**src/rtl/spi_flash_pkg.sv**
```systemverilog
// spi_flash_pkg: shared constants and FSM state type for the SPI flash reader.
package spi_flash_pkg;
    localparam logic [7:0] CMD_READ = 8'h03;
    localparam int ADDR_BITS = 24;
    typedef enum logic [2:0] {IDLE, CMD, ADDR, DATA, STALL, CSH} state_t;
endpackage

```
**src/rtl/spi_sclk_div.sv**
```systemverilog
// spi_sclk_div: SCLK half-period divider with freeze (en_i low) and clear.
module spi_sclk_div #(
    parameter int CLK_DIV = 2
) (
    input  logic clk,
    input  logic reset,
    input  logic en_i,
    input  logic clr_i,
    output logic rise_en_o,
    output logic fall_en_o,
    output logic sclk_o
);
    localparam int CW = CLK_DIV > 1 ? $clog2(CLK_DIV) : 1;
    logic [CW-1:0] cnt_q, cnt_d;
    logic sclk_q, sclk_d;
    logic tick;
    assign tick = en_i && cnt_q == CW'(CLK_DIV - 1);
    // rise_en_o is the would-be rise; the owner may cancel it with clr_i
    assign rise_en_o = tick && !sclk_q;
    assign fall_en_o = tick && sclk_q;
    assign sclk_o = sclk_q;
    always_comb begin
        cnt_d = clr_i ? '0 : !en_i ? cnt_q : tick ? '0 : cnt_q + 1'b1;
        sclk_d = clr_i ? 1'b0 : tick ? !sclk_q : sclk_q;
    end
    always_ff @(posedge clk) begin
        if (reset) begin
            cnt_q <= '0;
            sclk_q <= 1'b0;
        end else begin
            cnt_q <= cnt_d;
            sclk_q <= sclk_d;
        end
    end
endmodule

```
**src/rtl/spi_flash_reader.sv**
```systemverilog
// spi_flash_reader: SPI mode-0 master issuing READ + 24-bit address and
// streaming received bytes out on a valid/ready interface with backpressure.
module spi_flash_reader
    import spi_flash_pkg::*;
#(
    parameter int CLK_DIV = 2,
    parameter int LEN_W = 22,
    parameter int CSH_CYCLES = 4
) (
    input  logic                 clk,
    input  logic                 reset,
    input  logic                 start,
    output logic                 req_ready,
    input  logic [23:0]          addr,
    input  logic [LEN_W-1:0]     len,
    output logic                 out_valid,
    output logic [7:0]           out_data,
    input  logic                 out_ready,
    output logic                 busy,
    output logic                 done,
    output logic                 flash_csn,
    output logic                 flash_sclk,
    output logic                 flash_mosi,
    input  logic                 flash_miso
);
    localparam int HW = CSH_CYCLES > 1 ? $clog2(CSH_CYCLES + 1) : 1;
    state_t state_q, state_d;
    logic [ADDR_BITS+7:0] sh_q, sh_d;
    logic [4:0] bit_q, bit_d;
    logic [LEN_W-1:0] rem_q, rem_d;
    logic [6:0] rx_q, rx_d;
    logic [7:0] out_data_q, out_data_d;
    logic out_valid_q, out_valid_d;
    logic csn_q, csn_d;
    logic done_q, done_d;
    logic [HW-1:0] csh_q, csh_d;
    logic div_en, div_clr, rise, fall;

    assign div_en = state_q inside {CMD, ADDR, DATA};

    spi_sclk_div #(.CLK_DIV(CLK_DIV)) u_div (
        .clk      (clk),
        .reset    (reset),
        .en_i     (div_en),
        .clr_i    (div_clr),
        .rise_en_o(rise),
        .fall_en_o(fall),
        .sclk_o   (flash_sclk)
    );

    assign req_ready = state_q == IDLE;
    assign busy = state_q != IDLE;
    assign done = done_q;
    assign out_valid = out_valid_q;
    assign out_data = out_data_q;
    assign flash_csn = csn_q;
    // zero-filled left shift leaves mosi low once command and address are out
    assign flash_mosi = sh_q[ADDR_BITS+7];

    always_comb begin
        state_d = state_q;
        sh_d = sh_q;
        bit_d = bit_q;
        rem_d = rem_q;
        rx_d = rx_q;
        out_data_d = out_data_q;
        out_valid_d = out_valid_q && !out_ready;
        csn_d = csn_q;
        done_d = 1'b0;
        csh_d = csh_q;
        div_clr = 1'b0;
        case (state_q)
            IDLE: begin
                if (start) begin
                    if (len == '0) begin
                        done_d = 1'b1;
                    end else begin
                        state_d = CMD;
                        csn_d = 1'b0;
                        sh_d = {CMD_READ, addr};
                        rem_d = len;
                        bit_d = '0;
                    end
                end
            end
            CMD, ADDR: begin
                if (fall) begin
                    sh_d = sh_q << 1;
                    bit_d = bit_q + 5'd1;
                    state_d = bit_q == 5'd31 ? DATA : bit_q >= 5'd7 ? ADDR : CMD;
                end
            end
            DATA: begin
                if (rise) begin
                    if (rem_q == '0) begin
                        csn_d = 1'b1;
                        div_clr = 1'b1;
                        csh_d = '0;
                        state_d = CSH;
                    end else if (bit_q == '0 && out_valid_q && !out_ready) begin
                        div_clr = 1'b1;
                        state_d = STALL;
                    end else begin
                        rx_d = {rx_q[5:0], flash_miso};
                        bit_d = bit_q + 5'd1;
                        if (bit_q == 5'd7) begin
                            out_data_d = {rx_q, flash_miso};
                            out_valid_d = 1'b1;
                            rem_d = rem_q - 1'b1;
                            bit_d = '0;
                        end
                    end
                end
            end
            STALL: state_d = out_valid_q ? STALL : DATA;
            CSH: begin
                if (csh_q != HW'(CSH_CYCLES - 1)) begin
                    csh_d = csh_q + 1'b1;
                end else if (!out_valid_q) begin
                    state_d = IDLE;
                    done_d = 1'b1;
                end
            end
            default: state_d = IDLE;
        endcase
    end

    always_ff @(posedge clk) begin
        if (reset) begin
            state_q <= IDLE;
            sh_q <= '0;
            bit_q <= '0;
            rem_q <= '0;
            rx_q <= '0;
            out_data_q <= '0;
            out_valid_q <= 1'b0;
            csn_q <= 1'b1;
            done_q <= 1'b0;
            csh_q <= '0;
        end else begin
            state_q <= state_d;
            sh_q <= sh_d;
            bit_q <= bit_d;
            rem_q <= rem_d;
            rx_q <= rx_d;
            out_data_q <= out_data_d;
            out_valid_q <= out_valid_d;
            csn_q <= csn_d;
            done_q <= done_d;
            csh_q <= csh_d;
        end
    end
endmodule
```
**config.mk**
```make
export PLATFORM = sky130hd
export DESIGN_NAME = spi_flash_reader
export DESIGN_NICKNAME = d
export VERILOG_FILES = /design/src/rtl/spi_flash_pkg.sv /design/src/rtl/spi_sclk_div.sv /design/src/rtl/spi_flash_reader.sv
export SDC_FILE = /design/constraint.sdc
export NUM_CORES = 1
export LEC_CHECK = 0
export CORE_AREA = 2 2 90 100
export DETAILED_ROUTE_END_ITERATION = 7
export DIE_AREA = 0 0 92 102
export PLACE_DENSITY = 0.75
export SYNTH_ARGS = -nofsm -noshare
export SYNTH_HDL_FRONTEND = slang
export SYNTH_SLANG_ARGS = --single-unit
```
**constraint.sdc**
```tcl
create_clock -name clk -period 2.7 [get_ports clk]
set_input_delay 0.54 -clock clk [delete_from_list [all_inputs] [get_ports clk]]
set_output_delay 0.54 -clock clk [all_outputs]
set_load 0.05 [all_outputs]
```
==> results.cfg <==
; yosys + openroad results
[worst_setup_path]
arrival_ns = 1.88
startpoint = state_q[0]
critPathLaunchType = flop
cp_slowest_cell = clkdlybuf4s50_1
cp_num_cells = 2
cpPeakStageDelay_ns = 0.80
reg2reg_slack_ns = 0.31
crit_buf_inv = 1
path_delay_family = buffers and inverters

[pwr]
vdd_drop_max_uv = 591.0
power_leakage_nw = 1.961
sw_frac_of_total_pct = 44.29
p_comb_share_pct = 50.0
seq_power_share_pct = 33.0

[synthesis]
synthCells = 563
ys_sh_xor_pct = 0.3978
yosysTopAreaCell = dfxtp_1
mux_area_share_pct = 3.410
yosys_cells = 563
async_flop_share_pct = 0
synth.net_count = 620
syn_area_per_cell_um2 = 7.821

[grt]
grt_pass1_wl_um = 18300

[sta]
worst_pin_slew_ns = 0.8299
rsz0062_at_grt = false
finClkSkew_ns = 0.009435
fin_crit_ns = 2.420

[routing]
first_iter_violations = 295
wire_per_inst_um = 14.94
vias = 4320
vias_per_cell = 5.838

[hold_path]
hp-start = sh_q[28]
hp-class = reg2reg

[die]
rows = 35
floorplan.core_util_pct = 52.92
fp.coreArea_um2 = 8320
die_w_um = 92

[cells_and_area]
num-fill-cells = 735
num-nets-final = 681

[placed_design]
placed_area_um2 = 5224

[clock_network]
cts.sinks = 85
cts_setup_buffers = 0

[job]
warning_count = 27

[outcome]
status = finished clean
==> metrics by stage <==
step	setup slack (ns)	hold slack [ns]
after CTS	0.2727	0.4588
after global routing	0.1681	0.4846
after detailed placement	0.06838	0.4473
after global placement	0.1092	0.4389
after floorplan	0.1885	0.4288
final	0.2796	0.4539
==> registers in the layout, summed over array words and instances (netlist names) <==
register      count
out_data          8
done              1
bit_q             5
flash_csn         1
rx_q              7
sh_q             32
rem_q            22
csh_q             3
u_div.cnt_q       1
state_q           3
u_div.sclk_o      1
out_valid         1
==> placed cells by master, fill, tap and decap left out, drive strengths merged, types with 15 or more instances in the layout <==
| master | n |
|---|---|
| a21oi | 46 |
| nand3 | 20 |
| clkdlybuf4s50 | 63 |
| nand2 | 99 |
| buf | 25 |
| dfxtp | 85 |
| mux2i | 15 |
| nor2 | 70 |
| nor3 | 17 |
| a311oi | 24 |
| o21ai | 25 |
==> power groups by stage <==
| stage | logic (W) | registers, W | clock network (W) |
|---|---|---|---|
| global placement | 0.00274 | 0.00187 | 0 |
| detailed placement | 0.00280 | 0.00188 | 0 |
| floorplan | 0.00200 | 0.00185 | 0 |
| finish | 0.00282 | 0.00186 | 0.000964 |
| CTS | 0.00281 | 0.00186 | 0.000985 |
| global route | 0.00313 | 0.00191 | 0.00103 |
==> per-layer routing <==
metal	global-route usage, %	share of wire [%]
met1	29.97	46
met2	40.61	48
met3	3.909	4.9
met4	9.185	1.6
met5	0	0
==> area by class of cell <==
cell class | instances | area, um2 | area share [%]
Clock buffer | 12 | 165.2 | 3.034
Clock inverter | 4 | 53.80 | 0.9885
Inverter | 11 | 41.29 | 0.7586
Multi-Input combinational cell | 429 | 2501 | 45.95
Sequential cell | 85 | 1702 | 31.26
Tap cell | 111 | 138.9 | 2.552
Timing Repair Buffer | 88 | 840.8 | 15.45
### Routing congestion

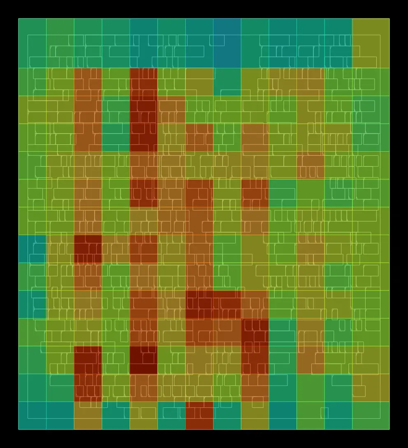
total track usage: 23.62%
Core Util, Final: 65.41%

### Floorplan with the power grid

The bar under the picture is 20 um long. Pins as bars on the die edge. Tap cells in gray.
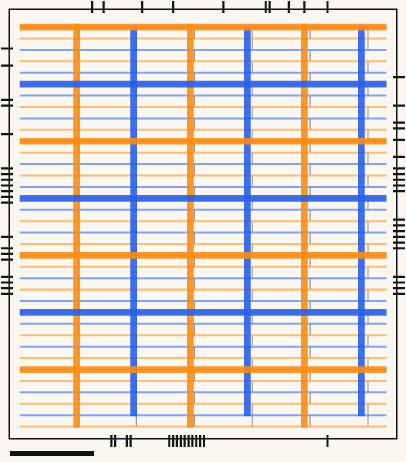
Key: VSS = orange; VDD = blue
The core has 35 rows. 7 straps on met5. 36 met1 rails follow the rows.

### Wiring by layer

Two of the layers only.
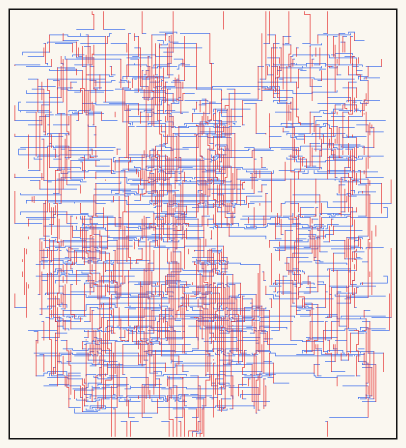
Key: met2 = red [wire length 5260 um]; met1 = blue [wire length 5080 um]

Power figures rest on the tool's default switching activity, not on a simulated workload.
